`config.mk`:
```
export PLATFORM = sky130hd
export DESIGN_NAME = serial_subtractor
export DESIGN_NICKNAME = d
export VERILOG_FILES = /design/src/rtl/serial_subtractor.sv
export SDC_FILE = /design/constraint.sdc
export NUM_CORES = 1
export LEC_CHECK = 0
export ABC_AREA = 0
export CAP_MARGIN = 0
export CORE_MARGIN = 2
export CORE_UTILIZATION = 45
export CTS_BUF_LIST = sky130_fd_sc_hd__clkbuf_8
export DETAILED_ROUTE_END_ITERATION = 10
export GPL_TIMING_DRIVEN = 0
export HOLD_SLACK_MARGIN = 0.1
export PLACE_DENSITY = 0.76
export RECOVER_POWER = 50
export SLEW_MARGIN = 10
export SYNTH_ARGS = -nofsm -noshare
export SYNTH_HDL_FRONTEND = slang
export SYNTH_SLANG_ARGS = --single-unit
```
`constraint.sdc`:
```
create_clock -name clk -period 2.45 [get_ports clk]
set_input_delay 0.49 -clock clk [delete_from_list [all_inputs] [get_ports clk]]
set_output_delay 0.49 -clock clk [all_outputs]
set_load 0.03 [all_outputs]
```
`src/rtl/serial_subtractor.sv`:
```
// Bit-serial two's-complement subtractor (diff = in1 - in2), one bit per clock, LSB first.
// Define SERIAL_SUB_OVF_EN to add the signed-overflow output ovf.
module serial_subtractor #(
    parameter int WIDTH = 8
) (
    input  logic             clk,
    input  logic             rst,
    input  logic             start,
    input  logic [WIDTH-1:0] in1,
    input  logic [WIDTH-1:0] in2,
    output logic             busy,
    output logic             done,
    output logic [WIDTH-1:0] diff,
    output logic             b_out
`ifdef SERIAL_SUB_OVF_EN
    ,
    output logic             ovf
`endif
);

    localparam int CNT_W = (WIDTH > 1) ? $clog2(WIDTH) : 1;
    localparam logic [CNT_W-1:0] LAST = CNT_W'(WIDTH - 1);

    localparam logic [1:0] IDLE = 2'd0;
    localparam logic [1:0] RUN  = 2'd1;
    localparam logic [1:0] DONE = 2'd2;

    logic [1:0]       state_reg, state_next;
    logic [WIDTH-1:0] a_reg, b_reg;
    logic [WIDTH-1:0] res_reg, res_next;
    logic [CNT_W-1:0] cnt_reg;
    logic             br_reg, br_next;
    logic [WIDTH-1:0] diff_reg;
    logic             b_out_reg;
    logic             a_i, b_i, d_i;
    logic             accept, last_bit;

    // Full-subtractor cell on the current LSBs of the operand shift registers.
    assign a_i      = a_reg[0];
    assign b_i      = b_reg[0];
    assign d_i      = a_i ^ b_i ^ br_reg;
    assign br_next  = (~a_i & b_i) | (~(a_i ^ b_i) & br_reg);
    assign last_bit = (cnt_reg == LAST);
    assign accept   = start && (state_reg != RUN);

    // Result bits land at their final position, so the completed word is
    // available combinationally on the last RUN edge.
    generate
        if (WIDTH == 1) begin : g_res_w1
            always_comb begin
                res_next    = res_reg;
                res_next[0] = d_i;
            end
        end else begin : g_res_wn
            always_comb begin
                res_next          = res_reg;
                res_next[cnt_reg] = d_i;
            end
        end
    endgenerate

    always_comb begin
        state_next = state_reg;
        case (state_reg)
            IDLE:    state_next = accept ? RUN : IDLE;
            RUN:     state_next = last_bit ? DONE : RUN;
            DONE:    state_next = accept ? RUN : IDLE;
            default: state_next = IDLE;
        endcase
    end

    always_ff @(posedge clk or posedge rst) begin
        if (rst) begin
            state_reg <= IDLE;
            a_reg     <= '0;
            b_reg     <= '0;
            res_reg   <= '0;
            cnt_reg   <= '0;
            br_reg    <= 1'b0;
            diff_reg  <= '0;
            b_out_reg <= 1'b0;
        end else begin
            state_reg <= state_next;
            if (accept) begin
                a_reg   <= in1;
                b_reg   <= in2;
                res_reg <= '0;
                cnt_reg <= '0;
                br_reg  <= 1'b0;
            end else if (state_reg == RUN) begin
                a_reg   <= a_reg >> 1;
                b_reg   <= b_reg >> 1;
                res_reg <= res_next;
                br_reg  <= br_next;
                cnt_reg <= cnt_reg + 1'b1;
                if (last_bit) begin
                    diff_reg  <= res_next;
                    b_out_reg <= br_next;
                end
            end
        end
    end

`ifdef SERIAL_SUB_OVF_EN
    // Operand sign bits are kept aside because the shift registers lose them.
    logic a_msb_reg, b_msb_reg, ovf_reg;

    always_ff @(posedge clk or posedge rst) begin
        if (rst) begin
            a_msb_reg <= 1'b0;
            b_msb_reg <= 1'b0;
            ovf_reg   <= 1'b0;
        end else if (accept) begin
            a_msb_reg <= in1[WIDTH-1];
            b_msb_reg <= in2[WIDTH-1];
        end else if (state_reg == RUN && last_bit) begin
            ovf_reg <= (a_msb_reg != b_msb_reg) && (d_i != a_msb_reg);
        end
    end

    assign ovf = ovf_reg;
`endif

    assign busy  = (state_reg == RUN);
    assign done  = (state_reg == DONE);
    assign diff  = diff_reg;
    assign b_out = b_out_reg;

endmodule

```
Sequential cells coloured by netlist name:
Drawn at 8 px/um. Other sequential cells in the stronger grey, the rest of the logic in the fainter grey.
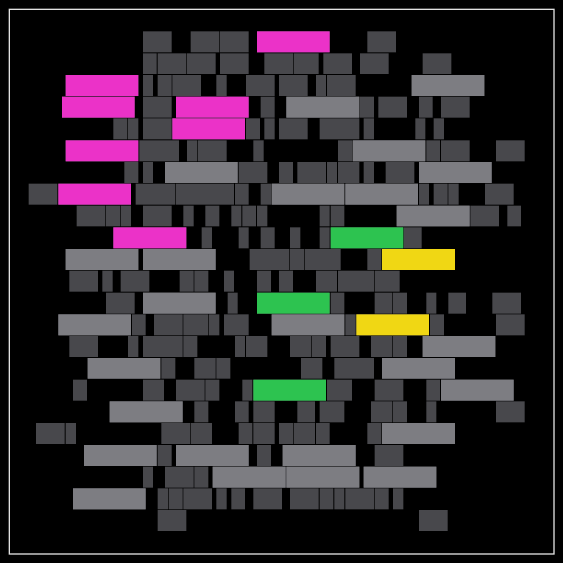
magenta -> b_reg  # sequential cells 8, where north-west
green -> cnt_reg  # sequential cells 3
yellow -> state_reg  # sequential cells 2
not coloured = 26
Seq area share: 43.0%
seq pwr: 1.08 mW

Met3 routing:
Drawn at 6 px/um.
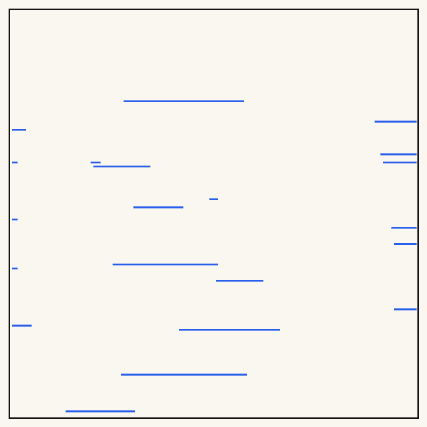
main direction = horizontal
share of all routed wire = 4.2%
wire length on this layer = 149 um
Vias: 1374
met3 usage: 4.93%

Cell classes on the final placement:
Drawn at 4 px/um.
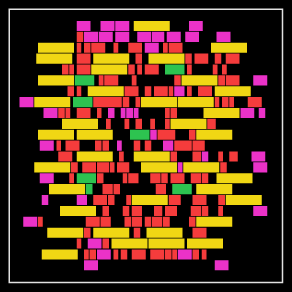
green -> clock drivers and dummy loads  # cells 7
magenta -> remaining buffers and delay cells  # cells 41
yellow -> sequential cells  # cells 39
red -> remaining logic cells  # cells 128
Design Area, Final: 0.00227 mm^2
final core utilization: 57.2%
core area: 0.00397 mm^2

## worst max path at each step
stage	slack, ps	endpoint
6_report	220	busy
5_1_grt	120	busy
4_1_cts	220	busy
3_5_place_dp	270	busy
3_3_place_gp	220	a_reg[4]
2_1_floorplan	860	res_reg[0]
## layer usage
layer	wire length, um	up-vias	part of all wire [%]	GRT usage, %
met3	148	6	4.2	4.93
met1	1700	647	48	23.7
met4	63	0	1.8	6.75
li1	-	693	-	-
met2	1650	28	46	28.3
met5	0	-	0	0
## cell usage after synthesis, drive strengths merged
| master | number | area share [%] |
|---|---|---|
| ha | 2 | 1.4 |
| mux2i | 25 | 14 |
| nor2b | 1 | 0.34 |
| nand2b | 1 | 0.34 |
| o221ai | 1 | 0.48 |
| or3 | 1 | 0.34 |
| clkbuf | 3 | 0.61 |
| dfrtp | 39 | 53 |
| or3b | 3 | 1.4 |
| o211ai | 7 | 2.9 |
| fa | 1 | 1.1 |
| nor2 | 10 | 2.0 |
| and3b | 1 | 0.48 |
| inv | 7 | 1.4 |
| o21ai | 18 | 4.9 |
| nand3b | 3 | 1.2 |
| nand3 | 18 | 4.9 |
| o22ai | 1 | 0.34 |
| a21oi | 8 | 2.2 |
| nand2 | 20 | 4.1 |
| buf | 9 | 2.9 |
## worst register-to-register path: stages (launching register included)
cell and delay (ps):
dfrtp_1 400, fa_1 540, clkbuf_1 350, nand2_1 300
o211ai_1 260
## power by group through the flow
stage / Sequential [mW] / Combinational (mW) / Clock, mW
6_report: 1.08 / 1.24 / 0.429
5_1_grt: 1.12 / 1.40 / 0.474
4_1_cts: 1.08 / 1.27 / 0.444
3_5_place_dp: 1.09 / 1.27 / 0
3_3_place_gp: 1.08 / 1.23 / 0
2_1_floorplan: 1.19 / 0.737 / 0
## through the flow
stage / hold WS [ps] / cell area [um^2] / util, % / total power [mW]
6_report: 486 / 2270 / 57.2 / 2.75
5_1_grt: 509 / 2270 / 57.2 / 2.99
4_1_cts: 492 / 2290 / 57.6 / 2.79
3_5_place_dp: 474 / 2200 / 55.4 / 2.36
3_3_place_gp: 458 / 2180 / 54.9 / 2.31
2_1_floorplan: 449 / 1840 / - / 1.93
## repair_timing
action,4_1_cts,5_1_grt
resized,1,0
hold buffers,0,0
endpoints found under the setup margin,1,0
## layout make-up
cell class,count,area share [%]
Tap cell,50,2.75
Inverter,7,1.16
Clock inverter,1,0.220
Timing Repair Buffer,29,12.5
Clock buffer,6,3.64
Multi-Input combinational cell,121,34.0
Buffer,12,2.75
Sequential cell,39,43.0
## cell families after synthesis
logic type / Yosys count
muxes: 25
AOI/OAI and AO/OA: 35
adders and majority gates: 3
DFF: 39
and+or+nand+nor: 58
buffers and inverters: 19
==> Changelog: implementation <==
### Implementation results

- Crit path max-delay cell type: dlygate4sd2_1
- Achievable Freq: ~450 MHz
- Cell at the root of the clock tree: clkbuf_8
- Cell count of the worst reg-to-reg path: 4
- Crit path depth: 4
- CTS Buf Count: 5
- Status: finished clean
- Post-Synthesis Cell Area: ~0.0018 mm^2
- Avg Cell Area, Syn: 10.3 um^2
- Worst R2R Start: a_reg[0]
- NumNets Final: 237
- Gr usage total: between 10% and 20%
- Hold path depth: 2
- Post-Synth Simple-Gate Area: 15.2%
- Dominant logic cell type in the layout: dfrtp_1
- Arrival @ worst endpoint: 1740 ps
- Worst Hold Launch: b_reg[3]
- First-pass GRT wire length: ~6100 um
- Vias in the first global route: about 1400
- Clock skew: ~7.7 ps
- Non-filler cells, final: approximately 270
- Die H: 67.9 um
- Via density: 5.18
- Cell Type Count: 24
- Largest net degree at the start of global routing: ~40
- Crit path DRT: 1960 ps
- Largest delay share family, worst path: buffers and inverters
- Final hold violations: 0
- P&R area growth vs syn: 23.6%
- Critical path origin: state_reg[1]
- Relative slew slack: between 30% and 40%
- Routed wire length: 3560 um
- Comb power frac: 45.1%
- Top cells excl fill/tap: dfrtp_1 (39), clkdlybuf4s50_1 (26), mux2i_1 (25), nand2_1 (20)
- Pre-antenna DRT Iters: 4
- CTS tree: built
- End of the worst hold path: b_reg[2]
- Std-Cell Rows: 23
- Final WS setup: about 220 ps
- Synth Area in Adders: under 10%
- Crit share post-route: between 90% and 100%
- H-tree levels: 2
- Synth Net Count: between 200 and 250
- Initial antenna violation count: 0
- Cells along the critical path: nand2b_1, inv_2, buf_2, dlygate4sd2_1
- Aoi/oai-family share of the synthesized area: between 10% and 20%
- Init Core Util: 46.3%
- Internal power: about 1.6 mW
- Iter 0 DRT Violations: ~95
- Gate Count Post-Synth: 179
- Proportion of power drawn by the clock network: roughly 16%
- Clk buf depth: 2
- Final Critical Period: approximately 2200 ps
- DP Wirelength: about 2400 um
- Net Sw Frac: between 40% and 50%
- Yosys warns: 0
- Flops out of synthesis: 39
- Chip width: approximately 68 um
- Post-synthesis mux area share: between 10% and 20%
- FF-to-FF setup slack: between 500 and 600 ps
- Critical path launch point type: flip-flop
- Hold Crit Class: reg2reg
- Final max-slew violation count: 0
- Reg2reg end: res_reg[3]
- Crit path buf inv count: 3
- P_sw: roughly 1.1 mW
- Placed insts: 258
- Dpl ws: about 270 ps
- Layout cell share with drive strength beyond 1: under 10%
- YS chip area: 0.00184 mm^2
- Sequential Power Share: approximately two fifths
- RSZ-0062 raised after global routing: no
- Chip area: ~0.0046 mm^2
Power figures rest on the tool's default switching activity, not on a simulated workload.
